File: src/rtl/text_cursor_writer.sv
// Character-cell cursor writer: turns decoded key codes into screen-memory writes
// and runs a full-screen blanking sweep on request.
module text_cursor_writer #(
   parameter int COLS       = 40,
   parameter int ROWS       = 15,
   parameter int CODE_W     = 10,
   parameter int PRINT_MAX  = 74,
   parameter int BREAK_CODE = 'h0F0,
   parameter int ENTER_CODE = 'h0C0,
   parameter int BKSP_CODE  = 'h108,
   parameter int BLANK      = 0,
   parameter int WRAP_MODE  = 0,
   localparam int AW        = $clog2(COLS*ROWS),
   localparam int CW        = $clog2(COLS),
   localparam int RW        = $clog2(ROWS)
) (
   input  logic              clk,
   input  logic              rst_n,
   input  logic              key_valid,
   input  logic [CODE_W-1:0] key_code,
   input  logic              clear_req,
   output logic              wr_en,
   output logic [AW-1:0]     wr_addr,
   output logic [CODE_W-1:0] wr_data,
   output logic [CW-1:0]     cur_col,
   output logic [RW-1:0]     cur_row,
   output logic              busy,
   output logic              clear_done,
   output logic              key_drop
);

   // state | meaning
   // IDLE  | keys are captured one cycle, then executed against the cursor
   // CLEAR | BLANK sweep over every cell, keys are dropped
   typedef enum logic {IDLE, CLEAR} state_t;

   localparam logic [CW-1:0]     LAST_COL  = CW'(COLS-1);
   localparam logic [RW-1:0]     LAST_ROW  = RW'(ROWS-1);
   localparam logic [AW-1:0]     LAST_ADDR = AW'(COLS*ROWS-1);
   localparam logic [CODE_W-1:0] K_BREAK   = CODE_W'(BREAK_CODE);
   localparam logic [CODE_W-1:0] K_ENTER   = CODE_W'(ENTER_CODE);
   localparam logic [CODE_W-1:0] K_BKSP    = CODE_W'(BKSP_CODE);
   localparam logic [CODE_W-1:0] K_PRINT   = CODE_W'(PRINT_MAX);
   localparam logic [CODE_W-1:0] K_BLANK   = CODE_W'(BLANK);

   state_t              state, state_nxt;
   logic                ignore_q, ignore_nxt;
   logic                pend_q, pend_nxt;
   logic [CODE_W-1:0]   pcode_q, pcode_nxt;
   logic [CW-1:0]       col_nxt, adv_col, ret_col;
   logic [RW-1:0]       row_nxt, adv_row, ret_row, row_down;
   logic [AW-1:0]       addr_nxt, cur_addr, ret_addr;
   logic [CODE_W-1:0]   data_nxt;
   logic                wr_en_nxt, busy_nxt, done_nxt, drop_nxt;

   always_comb begin
      row_down = (cur_row == LAST_ROW) ? ((WRAP_MODE != 0) ? LAST_ROW : '0)
                                       : cur_row + RW'(1);
      adv_col  = cur_col + CW'(1);
      adv_row  = cur_row;
      if (cur_col == LAST_COL) begin
         adv_col = '0;
         adv_row = row_down;
      end
      ret_col = cur_col - CW'(1);
      ret_row = cur_row;
      if (cur_col == '0) begin
         ret_col = LAST_COL;
         if (cur_row != '0)
            ret_row = cur_row - RW'(1);
         else if (WRAP_MODE != 0)
            ret_col = '0;   // pinned at home, BLANK still lands on address 0
         else
            ret_row = LAST_ROW;
      end
      cur_addr = AW'(cur_row) * AW'(COLS) + AW'(cur_col);
      ret_addr = AW'(ret_row) * AW'(COLS) + AW'(ret_col);
   end

   always_comb begin
      state_nxt  = state;
      col_nxt    = cur_col;
      row_nxt    = cur_row;
      ignore_nxt = ignore_q;
      pend_nxt   = 1'b0;
      pcode_nxt  = pcode_q;
      wr_en_nxt  = 1'b0;
      addr_nxt   = wr_addr;
      data_nxt   = wr_data;
      busy_nxt   = busy;
      done_nxt   = 1'b0;
      drop_nxt   = 1'b0;
      case (state)
         IDLE: begin
            if (clear_req) begin
               // a key captured last cycle is discarded along with any new one
               state_nxt = CLEAR;
               busy_nxt  = 1'b1;
               wr_en_nxt = 1'b1;
               addr_nxt  = '0;
               data_nxt  = K_BLANK;
               drop_nxt  = key_valid | pend_q;
            end else begin
               pend_nxt  = key_valid;
               pcode_nxt = key_valid ? key_code : pcode_q;
               if (pend_q) begin
                  if (ignore_q) begin
                     ignore_nxt = 1'b0;
                  end else if (pcode_q == K_BREAK) begin
                     ignore_nxt = 1'b1;
                  end else if (pcode_q < K_PRINT) begin
                     wr_en_nxt = 1'b1;
                     addr_nxt  = cur_addr;
                     data_nxt  = pcode_q;
                     col_nxt   = adv_col;
                     row_nxt   = adv_row;
                  end else if (pcode_q == K_ENTER) begin
                     col_nxt = '0;
                     row_nxt = row_down;
                  end else if (pcode_q == K_BKSP) begin
                     wr_en_nxt = 1'b1;
                     addr_nxt  = ret_addr;
                     data_nxt  = K_BLANK;
                     col_nxt   = ret_col;
                     row_nxt   = ret_row;
                  end
               end
            end
         end
         CLEAR: begin
            drop_nxt = key_valid;
            if (wr_addr == LAST_ADDR) begin
               state_nxt  = IDLE;
               busy_nxt   = 1'b0;
               done_nxt   = 1'b1;
               col_nxt    = '0;
               row_nxt    = '0;
               ignore_nxt = 1'b0;
            end else begin
               wr_en_nxt = 1'b1;
               addr_nxt  = wr_addr + AW'(1);
               data_nxt  = K_BLANK;
            end
         end
         default: state_nxt = IDLE;
      endcase
   end

   always_ff @(posedge clk or negedge rst_n) begin
      if (!rst_n) begin
         state      <= IDLE;
         cur_col    <= '0;
         cur_row    <= '0;
         ignore_q   <= 1'b0;
         pend_q     <= 1'b0;
         pcode_q    <= '0;
         wr_en      <= 1'b0;
         wr_addr    <= '0;
         wr_data    <= '0;
         busy       <= 1'b0;
         clear_done <= 1'b0;
         key_drop   <= 1'b0;
      end else begin
         state      <= state_nxt;
         cur_col    <= col_nxt;
         cur_row    <= row_nxt;
         ignore_q   <= ignore_nxt;
         pend_q     <= pend_nxt;
         pcode_q    <= pcode_nxt;
         wr_en      <= wr_en_nxt;
         wr_addr    <= addr_nxt;
         wr_data    <= data_nxt;
         busy       <= busy_nxt;
         clear_done <= done_nxt;
         key_drop   <= drop_nxt;
      end
   end

endmodule

File: config.mk
export PLATFORM = sky130hd
export DESIGN_NAME = text_cursor_writer
export DESIGN_NICKNAME = d
export VERILOG_FILES = /design/src/rtl/text_cursor_writer.sv
export SDC_FILE = /design/constraint.sdc
export NUM_CORES = 1
export LEC_CHECK = 0
export CELL_PAD_IN_SITES_DETAIL_PLACEMENT = 0
export CELL_PAD_IN_SITES_GLOBAL_PLACEMENT = 1
export CORE_ASPECT_RATIO = 0.5
export CORE_MARGIN = 3
export CORE_UTILIZATION = 42
export DETAILED_ROUTE_END_ITERATION = 12
export PLACE_DENSITY_LB_ADDON = 0.12
export SYNTH_ARGS = -nofsm -noshare
export SYNTH_HDL_FRONTEND = slang
export SYNTH_SLANG_ARGS = --single-unit
File: constraint.sdc
create_clock -name clk -period 4 [get_ports clk]
set_input_delay 0.6 -clock clk [delete_from_list [all_inputs] [get_ports clk]]
set_output_delay 0.6 -clock clk [all_outputs]
set_load 0.02 [all_outputs]
Run 1, cell placement:
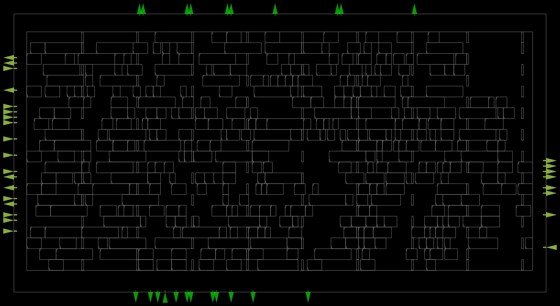
FF+latch count: 47
Final Non-Filler Cells: 523
core area: 7600 um^2
# fillers: 705

Run 1, placement by cell class:
Bar = 50 um.
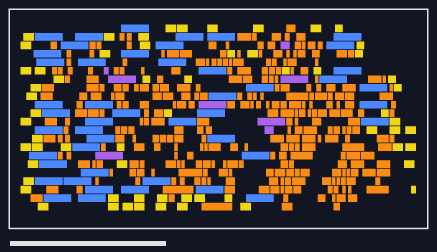
class	color	cells	share of their area
clock drivers and dummy loads	purple	8	3.6%
combinational and other logic	orange	299	53%
sequential cells	blue	47	29%
remaining buffers and delay cells	yellow	61	14%

==> impl_metrics.py, run 1 <==
# Physical implementation metrics
metrics = {
    "sta": {
        "min_period_over_period_pct": 93.3,
        "setup_slack_ps": 267,
        "slew_violations": 0,
        "setup_violations": 0,
    },
    "final_layout": {
        "seq_area_um2": 1180,
        "area_growth_pct": 22.7,
        "clock_buffers": 5,
        "logic_gates": 280,
        "lay_top_cells": "dfrtp_1, clkdlybuf4s50_1, nor2_1",
        "seq_share_pct": 28.1,
        "logic_area_um2": 2090,
        "largestClassByArea": "combinational gates",
        "lay_top_count": "dfrtp_1",
        "layout.nets": 454,
    },
    "logic_synthesis": {
        "netlist_instances": 366,
        "yosys.area_share.aoi_pct": 20.9,
        "syn_area_um2": 3420,
        "synthXorXnorAreaFrac_pct": 3.59,
        "synth_top_cell_by_area": "dfrtp_1",
        "synth.ff_latch_count": 47,
        "synth.most_common_cell": "dfrtp_1",
        "synth_top_area_share_pct": 34.4,
        "ys_sh_simple_pct": 19.4,
        "edf_count": 0,
        "ys_sh_adder_pct": 10.4,
    },
    "die": {
        "die_w_um": 134,
    },
    "min_path": {
        "min_to": "wr_data[5]$_DFFE_PN0P_",
        "holdPathStages": 2,
    },
    "worst_setup_path": {
        "reg2reg_slack_ps": 270,
        "crit_end": "wr_addr[8]$_DFFE_PN0P_",
        "crit_top_cell": "ha_1",
        "startpoint": "cur_col[1]$_DFFE_PN0P_",
    },
    "placed_design": {
        "pre_cts_ws_ps": 119,
        "gp_congestion": 0.880,
        "port_buffers": 47,
    },
    "power": {
        "internal-power_mw": 1.03,
        "power.clock.total_uw": 434,
        "p_switching_uw": 566,
    },
    "clock_tree": {
        "clkLatencyLatePin_ps": 290,
        "cts.repair.resized": 0,
    },
    "route": {
        "viasPerCell": 5.90,
        "post-route-drc-count": 0,
    },
    "outcome": {
        "status": "finished clean",
    },
}
Run 1, metal 2:
Cells faint in the background.
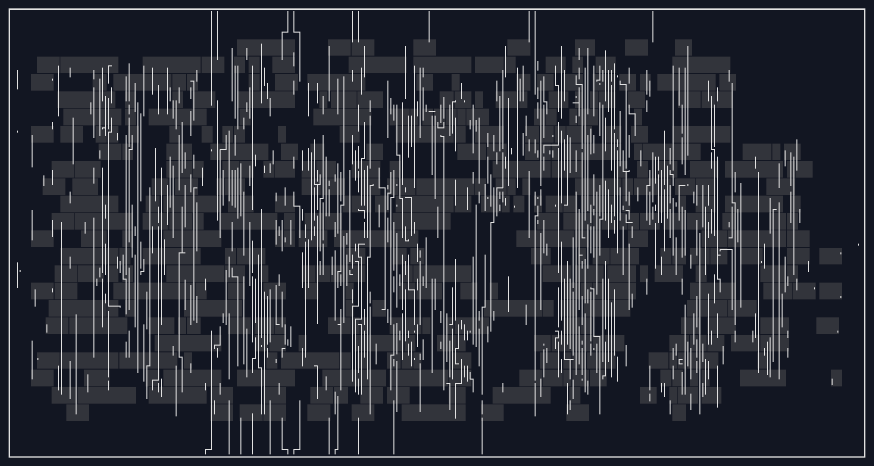
longest straight run	42.2 um
wire length on this layer	4120 um
nets with wire on the layer	378
main direction	vertical

Run 1, clock network drawn from the DEF:
Bar = 50 um.
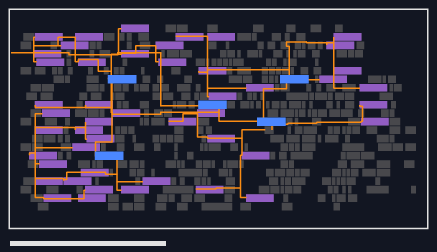

==> run 2, diff against run 1 <==
--- a/config.mk
+++ b/config.mk
@@ -8,7 +8,7 @@
 export CELL_PAD_IN_SITES_DETAIL_PLACEMENT = 0
 export CELL_PAD_IN_SITES_GLOBAL_PLACEMENT = 1
 export CORE_ASPECT_RATIO = 0.5
-export CORE_MARGIN = 3
+export CORE_MARGIN = 2
 export CORE_UTILIZATION = 42
 export DETAILED_ROUTE_END_ITERATION = 12
 export PLACE_DENSITY_LB_ADDON = 0.12
Run 2, clock network drawn from the DEF:
Bar = 50 um.
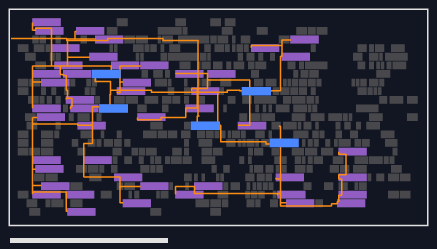
[flip-flops] purple | count: 47
[clock drivers] blue | count: 5
[clock wires] orange | length: 673 um
flops lie	widely spread
routed clock nets	6

==> impl_metrics.py, run 2 <==
# Physical implementation metrics
metrics = {
    "outcome": {
        "status": "finished clean",
    },
    "final_layout": {
        "flops": 47,
        "layout.nets": 454,
        "lay_top_cells": "dfrtp_1, clkdlybuf4s50_1, nor2_1",
        "logic_gates": 280,
        "instances_no_fill": 527,
        "clock_buffers": 5,
        "area_growth_pct": 23.0,
        "seq_share_pct": 28.0,
        "largestClassByArea": "combinational gates",
        "logic_area_um2": 2090,
        "lay_top_count": "dfrtp_1",
        "num-fill-cells": 757,
        "seq_area_um2": 1180,
    },
    "logic_synthesis": {
        "synth.ff_latch_count": 47,
        "netlist_instances": 366,
        "edf_count": 0,
        "synthXorXnorAreaFrac_pct": 3.59,
        "ys_sh_adder_pct": 10.4,
        "synth.most_common_cell": "dfrtp_1",
        "yosys.area_share.aoi_pct": 20.9,
    },
    "worst_setup_path": {
        "crit_top_cell": "ha_1",
        "crit_end": "wr_addr[8]$_DFFE_PN0P_",
        "startpoint": "cur_col[0]$_DFFE_PN0P_",
        "reg2reg_slack_ps": 240,
    },
    "route": {
        "post-route-drc-count": 0,
        "viasPerCell": 5.83,
    },
    "power": {
        "internal-power_mw": 1.03,
        "p_switching_uw": 566,
        "power.clock.total_uw": 434,
    },
    "clock_tree": {
        "cts.repair.resized": 0,
    },
    "placed_design": {
        "pre_cts_ws_ps": 175,
        "gp_congestion": 0.887,
    },
    "sta": {
        "setup_slack_ps": 241,
        "slew_violations": 0,
        "setup_violations": 0,
    },
    "die": {
        "coreArea_um2": 7940,
        "die_w_um": 132,
    },
}
Power figures rest on the tool's default switching activity, not on a simulated workload.
